<file path="src/rtl/alu_exec_unit_if.sv">
// Request/result bundle between the ALU-control stage, the execution unit and writeback.
// Request side: in_valid/selec/a/b; result side: out_valid/result/zero/illegal.
interface alu_exec_unit_if #(
    parameter int WIDTH = 32
);
    // Handshake: a transfer happens on a rising edge where valid && ready. The sender keeps
    // valid and payload stable until that edge, and the receiver ignores payload while valid is low.
    logic             in_valid;
    logic             in_ready;
    logic [3:0]       selec;
    logic [WIDTH-1:0] a;
    logic [WIDTH-1:0] b;
    logic             out_valid;
    logic             out_ready;
    logic [WIDTH-1:0] result;
    logic             zero;
    logic             illegal;

    modport master (
        output in_valid, selec, a, b, out_ready,
        input  in_ready, out_valid, result, zero, illegal
    );

    modport slave (
        input  in_valid, selec, a, b, out_ready,
        output in_ready, out_valid, result, zero, illegal
    );
endinterface

</file>
<file path="src/rtl/alu_exec_unit.sv">
// Execution unit: single-cycle add/sub/or/and/slt and a WIDTH-cycle shift-add unsigned multiply.
// The result is held in a register until the downstream stage accepts it.
module alu_exec_unit #(
    parameter int WIDTH = 32
) (
    input  logic           clk,
    input  logic           rst_n,
    alu_exec_unit_if.slave io_bus,
    output logic [1:0]     o_state
);
    localparam int CW = $clog2(WIDTH + 1);

    typedef enum logic [1:0] {
        S_IDLE = 2'd0,
        S_MUL  = 2'd1,
        S_DONE = 2'd2
    } state_t;

    state_t           r_state;
    state_t           w_next;
    logic [WIDTH-1:0] r_mcand;
    logic [WIDTH-1:0] r_mplier;
    logic [WIDTH-1:0] r_acc;
    logic [CW-1:0]    r_count;
    logic [WIDTH-1:0] r_result;
    logic             r_illegal;

    logic             w_accept;
    logic             w_is_mul;
    logic             w_last;
    logic [WIDTH-1:0] w_alu_res;
    logic [WIDTH-1:0] w_acc_next;

    assign io_bus.in_ready  = (r_state == S_IDLE);
    assign io_bus.out_valid = (r_state == S_DONE);
    assign io_bus.result    = r_result;
    assign io_bus.zero      = (r_result == '0);
    assign io_bus.illegal   = r_illegal;
    assign o_state          = r_state;

    assign w_accept   = io_bus.in_valid && io_bus.in_ready;
    assign w_is_mul   = (io_bus.selec == 4'd5);
    assign w_last     = (r_count == CW'(WIDTH - 1));
    assign w_acc_next = r_mplier[0] ? (r_acc + r_mcand) : r_acc;

    always_comb begin
        w_alu_res = '0;
        case (io_bus.selec)
            4'd0:    w_alu_res = io_bus.a + io_bus.b;
            4'd1:    w_alu_res = io_bus.a - io_bus.b;
            4'd2:    w_alu_res = io_bus.a | io_bus.b;
            4'd3:    w_alu_res = io_bus.a & io_bus.b;
            4'd4:    w_alu_res = {{(WIDTH-1){1'b0}}, ($signed(io_bus.a) < $signed(io_bus.b))};
            default: w_alu_res = '0;
        endcase
    end

    always_comb begin
        w_next = r_state;
        case (r_state)
            S_IDLE:  if (w_accept) w_next = w_is_mul ? S_MUL : S_DONE;
            S_MUL:   if (w_last) w_next = S_DONE;
            // No accept in the consume cycle: in_ready only rises once back in IDLE.
            S_DONE:  if (io_bus.out_ready) w_next = S_IDLE;
            default: w_next = S_IDLE;
        endcase
    end

    always_ff @(posedge clk or negedge rst_n) begin
        if (!rst_n) r_state <= S_IDLE;
        else        r_state <= w_next;
    end

    always_ff @(posedge clk or negedge rst_n) begin
        if (!rst_n) begin
            r_mcand   <= '0;
            r_mplier  <= '0;
            r_acc     <= '0;
            r_count   <= '0;
            r_result  <= '0;
            r_illegal <= 1'b0;
        end else begin
            case (r_state)
                S_IDLE: begin
                    if (w_accept) begin
                        r_illegal <= (io_bus.selec > 4'd5);
                        if (w_is_mul) begin
                            r_mcand  <= io_bus.a;
                            r_mplier <= io_bus.b;
                            r_acc    <= '0;
                            r_count  <= '0;
                        end else begin
                            r_result <= w_alu_res;
                        end
                    end
                end
                S_MUL: begin
                    // Fixed WIDTH iterations; bits shifted out of the multiplicand are the truncated high half.
                    r_acc    <= w_acc_next;
                    r_mcand  <= r_mcand << 1;
                    r_mplier <= r_mplier >> 1;
                    r_count  <= r_count + CW'(1);
                    if (w_last) r_result <= w_acc_next;
                end
                default: ;
            endcase
        end
    end
endmodule

</file>
<file path="src/flat_wrapper.sv">
// flat-port wrapper written by rule: the top's interface ports become plain ports
module alu_exec_unit_flat 
#(
    parameter int WIDTH = 32
)
  (clk, rst_n, o_state, io_bus_in_valid, io_bus_selec, io_bus_a, io_bus_b, io_bus_out_ready, io_bus_in_ready, io_bus_out_valid, io_bus_result, io_bus_zero, io_bus_illegal);
  alu_exec_unit_if #(.WIDTH(WIDTH)) io_bus_i ();
  input  logic clk;
  input  logic rst_n;
  output logic [1:0] o_state;
  input wire logic [$bits(io_bus_i.in_valid)-1:0] io_bus_in_valid;
  input wire logic [$bits(io_bus_i.selec)-1:0] io_bus_selec;
  input wire logic [$bits(io_bus_i.a)-1:0] io_bus_a;
  input wire logic [$bits(io_bus_i.b)-1:0] io_bus_b;
  input wire logic [$bits(io_bus_i.out_ready)-1:0] io_bus_out_ready;
  output wire logic [$bits(io_bus_i.in_ready)-1:0] io_bus_in_ready;
  output wire logic [$bits(io_bus_i.out_valid)-1:0] io_bus_out_valid;
  output wire logic [$bits(io_bus_i.result)-1:0] io_bus_result;
  output wire logic [$bits(io_bus_i.zero)-1:0] io_bus_zero;
  output wire logic [$bits(io_bus_i.illegal)-1:0] io_bus_illegal;
  assign io_bus_i.in_valid = io_bus_in_valid;
  assign io_bus_i.selec = io_bus_selec;
  assign io_bus_i.a = io_bus_a;
  assign io_bus_i.b = io_bus_b;
  assign io_bus_i.out_ready = io_bus_out_ready;
  assign io_bus_in_ready = io_bus_i.in_ready;
  assign io_bus_out_valid = io_bus_i.out_valid;
  assign io_bus_result = io_bus_i.result;
  assign io_bus_zero = io_bus_i.zero;
  assign io_bus_illegal = io_bus_i.illegal;
  alu_exec_unit #(.WIDTH(WIDTH)) u_core (.clk(clk), .rst_n(rst_n), .io_bus(io_bus_i), .o_state(o_state));
endmodule
</file>
<file path="config.mk">
export PLATFORM = sky130hd
export DESIGN_NAME = alu_exec_unit_flat
export DESIGN_NICKNAME = d
export VERILOG_FILES = /design/src/rtl/alu_exec_unit_if.sv /design/src/rtl/alu_exec_unit.sv /design/src/flat_wrapper.sv
export SDC_FILE = /design/constraint.sdc
export NUM_CORES = 1
export LEC_CHECK = 0
export CORE_AREA = 8 8 160 162
export CTS_BUF_LIST = sky130_fd_sc_hd__clkbuf_4
export DETAILED_ROUTE_END_ITERATION = 8
export DIE_AREA = 0 0 168 170
export PLACE_DENSITY_LB_ADDON = 0.05
export SETUP_SLACK_MARGIN = 0.2
export SYNTH_ARGS = -nofsm -noshare
export SYNTH_HDL_FRONTEND = slang
export SYNTH_SLANG_ARGS = --single-unit
</file>
<file path="constraint.sdc">
create_clock -name clk -period 3.2 [get_ports clk]
set_input_delay 0.64 -clock clk [delete_from_list [all_inputs] [get_ports clk]]
set_output_delay 0.64 -clock clk [all_outputs]
set_load 0.01 [all_outputs]
</file>
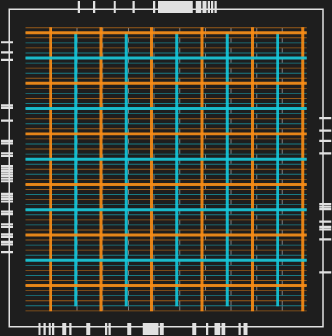
*Floorplan with the power grid, run 1*
Pins as bars on the die edge. Tap cells in grey.
Orange shows VSS. Cyan shows VDD.
290 tap cells. The core has 56 rows. 110 signal pins sit on the boundary. 57 met1 rails follow the rows. 11 straps on met5.
core region area: 0.02305 sq mm
die width: 168 um
Die Ht: 170 um

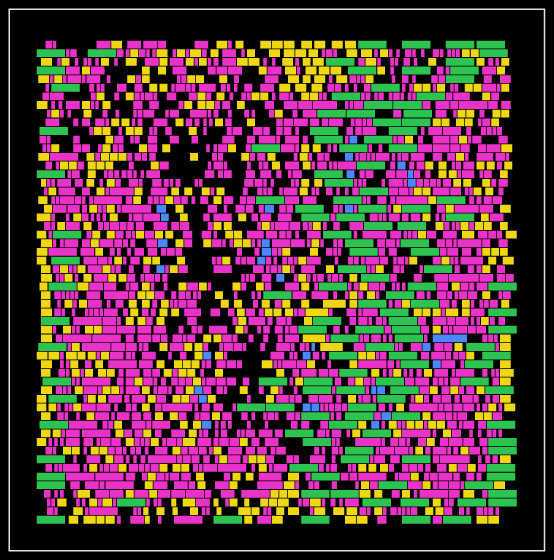
*Placement by cell class, run 1*
Magenta shows remaining logic cells, cells 1376. Blue shows clock drivers and dummy loads, cells 31. Green shows registers, cells 137. Yellow shows remaining buffers and delay cells, cells 511.

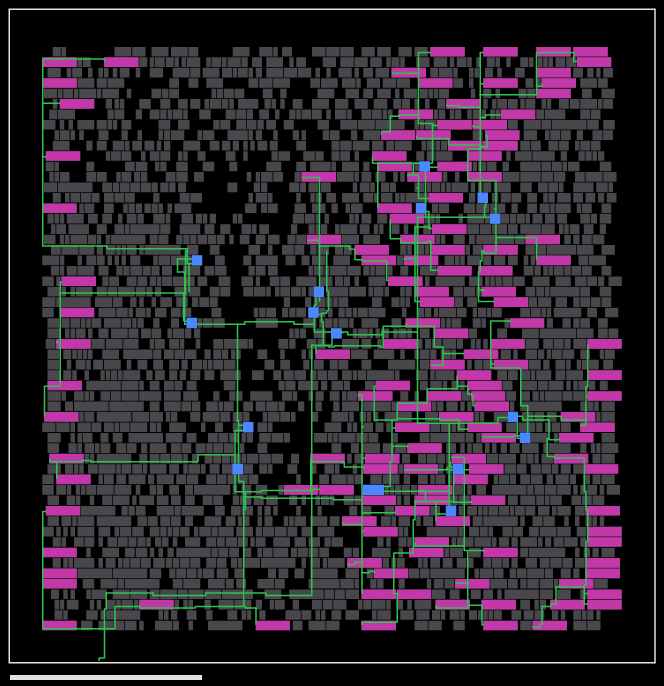
*Clock network drawn from the DEF, run 1*
Scale bar: 50 um.
Magenta shows flip-flops, count 137. Green shows clock wires, length 2080 um. Blue shows clock-net drivers, count 17.
There are 18 routed clock nets.
clock power share: 9.2%
Power Clock: 1.15 mW
Skew-Pair Late Insertion Delay: 580 ps

==> GITHUB_STEP_SUMMARY, run 1 <==
## Synthesis and layout report

| Metric | Value |
|---|---|
| Status | complete, but fails checks |
| Failing checks | negative setup slack |
| Worst path cell trace | ha_4 > nand2_1 > or3_4 > a31oi_2 > o21ai_4 > a211oi_4 > o21ai_2 > a2111oi_4 > mux2i_1 > nor3_1 > buf_4 > a41oi_2 > a31o_1 |
| Final Max Slew Viols | 0 |
| Post-route setup TNS | -8.181 ps |
| # setup viols final | 1 |
| Share of cells above drive strength 1 | 29.68% |
| All-layer global routing usage | 31.98% |
| Worst ir drop on vdd | 0.0004071 V |
| Critical path fanouts, max | 3 |
| CP delay by family, top | AND-OR/OR-AND gates |
| CP max stage delay | 450 ps |
| FP Rows | 56 |
| Num ports | 110 |
| Sequential area share after synthesis | 27.50% |
| Clock buffer count from CTS | 17 |
| Number of global-route vias before repair | 13750 |
| Filler cell count | 1716 |
| Setup CP Type | flip-flop to flip-flop |
| Headroom to the max-slew limit | 48.49% |
| Worst setup slack after layout | -8.181 ps |
## run 1: area by class of cell
type                       count  area, sq um  area share (%)
multi-input combinational   1270         9107           51.46
timing repair buffer         511         4118           23.27
sequential                   137         3428           19.37
inverter                     106        422.9           2.390
tap                          290        362.8           2.050
clock buffer                  18        135.1          0.7635
clock inverter                13        118.9          0.6716
antenna                        2        5.005         0.02828
## run 1: kinds of logic (layout without fill, tap and decap cells)
family	after synthesis	after routing	share of synthesized area (%)
and+or+nand+nor	558	558	19.70
AOI/OAI and AO/OA	484	484	25.47
buffers and inverters	203	648	6.475
adders and majority gates	145	145	14.74
DFF	137	137	27.50
xor gates and xnor gates	56	56	3.935
muxes	27	27	2.178
other	0	2	0
## run 1: metrics by stage
step	hold slack (ps)	cells	area, sq um
4_1_cts	12.02	2332	17330
3_5_place_dp	491.8	2280	16490
5_1_grt	32.87	2347	17700
3_3_place_gp	486.9	2280	16490
2_1_floorplan	344.4	1610	12620
6_report	28.62	2347	17700
## run 1: metal layers
metal / track usage, % / vias to the layer above / wire length (um)
met1: 42.69 / 6683 / 20150
met5: 0 / - / 27
met4: 11.18 / 4 / 1456
met3: 5.885 / 114 / 3752
met2: 51.36 / 639 / 21550
li1: - / 6550 / -
## run 1: how the worst max path moves through the flow
stage / startpoint / endpoint / slack (ps) / cells past startpoint
final: u_core.r_acc[9]$_DFFE_PN0P_ / u_core.io_bus.result[30]$_DFFE_PN0P_ / -8 / 13
after floorplan: io_bus_b[3] / u_core.io_bus.result[24]$_DFFE_PN0P_ / -200 / 14
after global routing: u_core.r_acc[10]$_DFFE_PN0P_ / u_core.io_bus.result[25]$_DFFE_PN0P_ / -260 / 14
after global placement: io_bus_b[0] / u_core.io_bus.result[24]$_DFFE_PN0P_ / -940 / 14
after detailed placement: io_bus_b[0] / u_core.io_bus.result[24]$_DFFE_PN0P_ / -990 / 14
after CTS: u_core.r_mcand[0]$_DFFE_PN0P_ / u_core.io_bus.result[28]$_DFFE_PN0P_ / -60 / 14
## run 1: cells in the mapped netlist (all sizes together) (26+ instances only)
library cell / number / area [sq um]
ha: 142 / 1777
nand2: 231 / 867.1
xnor2: 39 / 341.6
clkbuf: 76 / 295.3
a21oi: 126 / 641.9
mux2i: 26 / 260.3
nor2: 180 / 675.7
dfrtp: 137 / 3428
a31oi: 78 / 488.0
nor3: 31 / 155.2
o21bai: 28 / 210.2
inv: 106 / 397.9
a21o: 44 / 331.6
o21ai: 84 / 424.2
## run 1: sequential cells by signal, indices dropped and copies added (netlist names)
name                   count
u_core.io_bus.illegal      1
u_core.r_mcand            32
u_core.io_bus.result      32
u_core.o_state             2
u_core.r_count             6
u_core.r_acc              32
u_core.r_mplier           32
## run 1: power breakdown
group / switching, mW / internal, mW / total, mW
logic: 4.16 / 4.25 / 8.40
clock network: 0.753 / 0.397 / 1.15
registers: 0.601 / 2.41 / 3.01
total: 5.51 / 7.05 / 12.6
## run 1: what timing repair did
item                                    CTS  global route
hold buffers                              0             0
buffers inserted                         21            13
pin swaps                                74            54
gates resized                           178            53
endpoints found under the setup margin   34            37
==> run 2: changes to the inputs <==
PLACE_DENSITY_LB_ADDON = 0.2   (was 0.05)
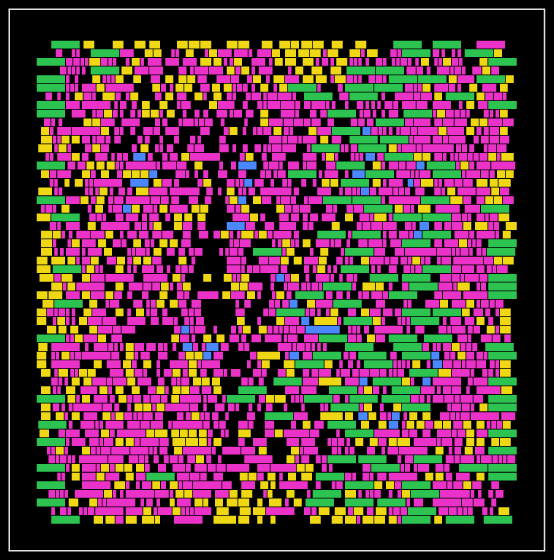
*Placement by cell class, run 2*
post-route design area: 0.01795 sq mm
FP Rows: 56
Seq/total area: 19.10%
Core Util, Final: 77.87%

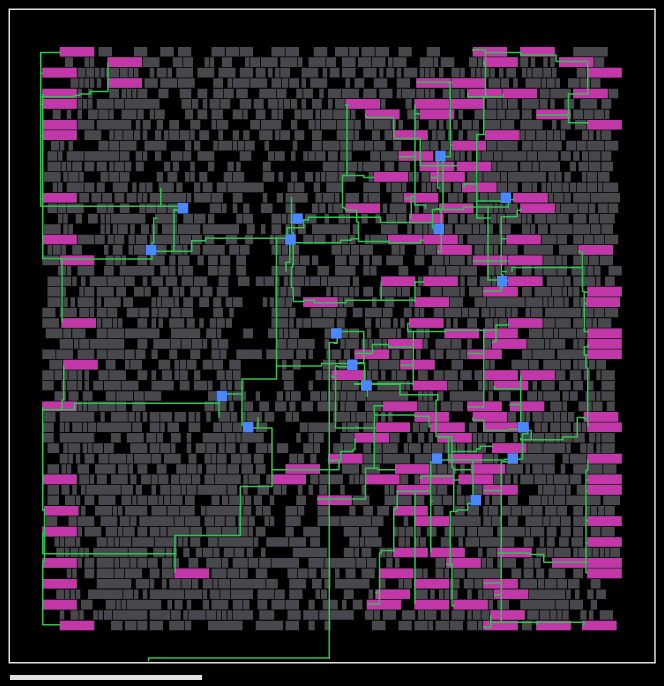
*Clock network drawn from the DEF, run 2*
Scale bar: 50 um.
clock power share: 10.1%
worst setup skew after layout: 29.58 ps

==> GITHUB_STEP_SUMMARY, run 2 <==
## Synthesis and layout report

| Metric | Value |
|---|---|
| MUX area fraction | 2.178% |
| Top logic family | AND-OR/OR-AND gates |
| Post-synthesis cell count | 1610 |
| All-layer global routing usage | 31.63% |
| Headroom to the max-slew limit | 46.04% |
| Routed vias/inst | 5.999 |
| EDFF count, synth | 0 |
| # setup viols final | 5 |
| Pwr Density | 717.4 mW/mm^2 |
| Synth area leaders | dfrtp_1, ha_1, nand2_1, nor2_1, a21oi_1 |
| Area leader share | 27.50% |
| Post-route setup TNS | -213.0 ps |
| Worst setup slack after layout | -83.76 ps |
| Filler cell count | 1638 |
| Core region area | 0.02305 sq mm |
| Num ports | 110 |
| Share of cells above drive strength 1 | 30.83% |
| Simple share | 19.70% |
| Clock buffer count from CTS | 17 |
| Setup CP Type | flip-flop to flip-flop |
| Most common logic cells in the final layout | buf_4, nand2_1, nor2_1 |
| Post-synth cell types | 80 |
| Routability Congestion | 0.9553 |
| Failing checks | negative setup slack |
| Most common cell in the synthesized netlist | nand2_1 |
| Die width | 168 um |
| Worst path cell trace | ha_4 > fa_2 > a21o_1 > a221oi_4 > o21ai_2 > o21ai_2 > a211oi_2 > buf_4 > a211o_1 > a21oi_2 > xnor2_1 > nand2_1 > nand3_1 > o32a_1 |
| Ys cells | 1610 |
| XOR/XNOR Area Share | 3.935% |
| Fa+ha+maj area frac | 14.74% |
| Cell taking the most area after synthesis | dfrtp_1 |
| Worst ir drop on vdd | 0.0005736 V |
| Number of global-route vias before repair | 13320 |
| Critical path fanouts, max | 2 |
| Status | complete, but fails checks |
| Top post-synthesis cells by count | nand2_1, nor2_1, ha_1 |
| Sequential area share after synthesis | 27.50% |
| Die Ht | 170 um |
| Skew-Pair Late Insertion Delay | 610 ps |
| RR Startpoint | u_core.r_mcand[0]$_DFFE_PN0P_ |
| Final Max Slew Viols | 0 |
| CP max stage delay | 460 ps |
| WHS | 5.470 ps |
## run 2: cell counts after synthesis
Identical to the previous run, type by type.
## run 2: cells by family (layout without fill, tap and decap cells)
family / after synthesis / after routing
AND/OR/NAND/NOR: 558 / 558
AND-OR/OR-AND: 484 / 484
buffers and inverters: 203 / 614
adder cells (fa/ha/maj): 145 / 145
flip-flops: 137 / 137
XOR/XNOR: 56 / 56
multiplexers: 27 / 27
other: 0 / 1
## run 2: metal layers
metal	GRT usage [%]	up-vias	routed length, um
met4	10.36	2	1472
met5	0	-	15
met1	42.85	6630	20450
met3	5.607	117	3821
li1	-	6479	-
met2	50.49	641	21960
## run 2: through the flow
| stage | worst slack (ps) | instances | area [sq um] |
|---|---|---|---|
| 6_report | -83.76 | 2312 | 17950 |
| 5_1_grt | -166.9 | 2312 | 17950 |
| 4_1_cts | -16.70 | 2287 | 17110 |
| 3_5_place_dp | -977.4 | 2236 | 16170 |
| 3_3_place_gp | -941.5 | 2236 | 16170 |
| 2_1_floorplan | -198.6 | 1610 | 12620 |
## run 2: area by class of cell
type	count	area, sq um	area share, %
clock buffer	17	127.6	0.7109
timing repair buffer	476	3935	21.92
inverter	106	422.9	2.356
clock inverter	15	178.9	0.9967
multi-input combinational	1270	9493	52.88
antenna	1	2.502	0.01394
sequential	137	3428	19.10
tap	290	362.8	2.021
## run 2: worst max-delay path, delay by kind of cell, from the launching register on
family,cells,cell delay [ps]
fa+ha+maj,2,560
compound gates,8,1710
simple gates,2,210
xor+xnor,1,80
flops,1,460
buf+inv,1,170
## run 2: where the power goes
part	switching, mW	internal, mW
clock	0.863	0.433
combinational	4.30	4.24
sequential	0.625	2.41
total	5.79	7.09
## run 2: worst max-delay path by stage
stage | to | startpoint | slack [ps] | depth (start not counted)
after floorplan | u_core.io_bus.result[24]$_DFFE_PN0P_ | io_bus_b[3] | -200 | 14
after global placement | u_core.io_bus.result[24]$_DFFE_PN0P_ | io_bus_b[0] | -940 | 14
after detailed placement | u_core.io_bus.result[24]$_DFFE_PN0P_ | io_bus_b[0] | -980 | 14
after CTS | u_core.io_bus.result[28]$_DFFE_PN0P_ | u_core.r_mcand[0]$_DFFE_PN0P_ | -20 | 14
after global routing | u_core.io_bus.result[28]$_DFFE_PN0P_ | u_core.r_mcand[0]$_DFFE_PN0P_ | -170 | 14
final | u_core.io_bus.result[28]$_DFFE_PN0P_ | u_core.r_mcand[0]$_DFFE_PN0P_ | -80 | 14
## run 2: what timing repair did
item,in CTS,in global routing
setup buffers,19,24
endpoints found under the setup margin,35,36
hold endpoints to repair,0,0
gates resized,147,160
hold buffers,0,0
pin swaps,68,92
No activity file was given, so power comes from the tool's default toggle rates.
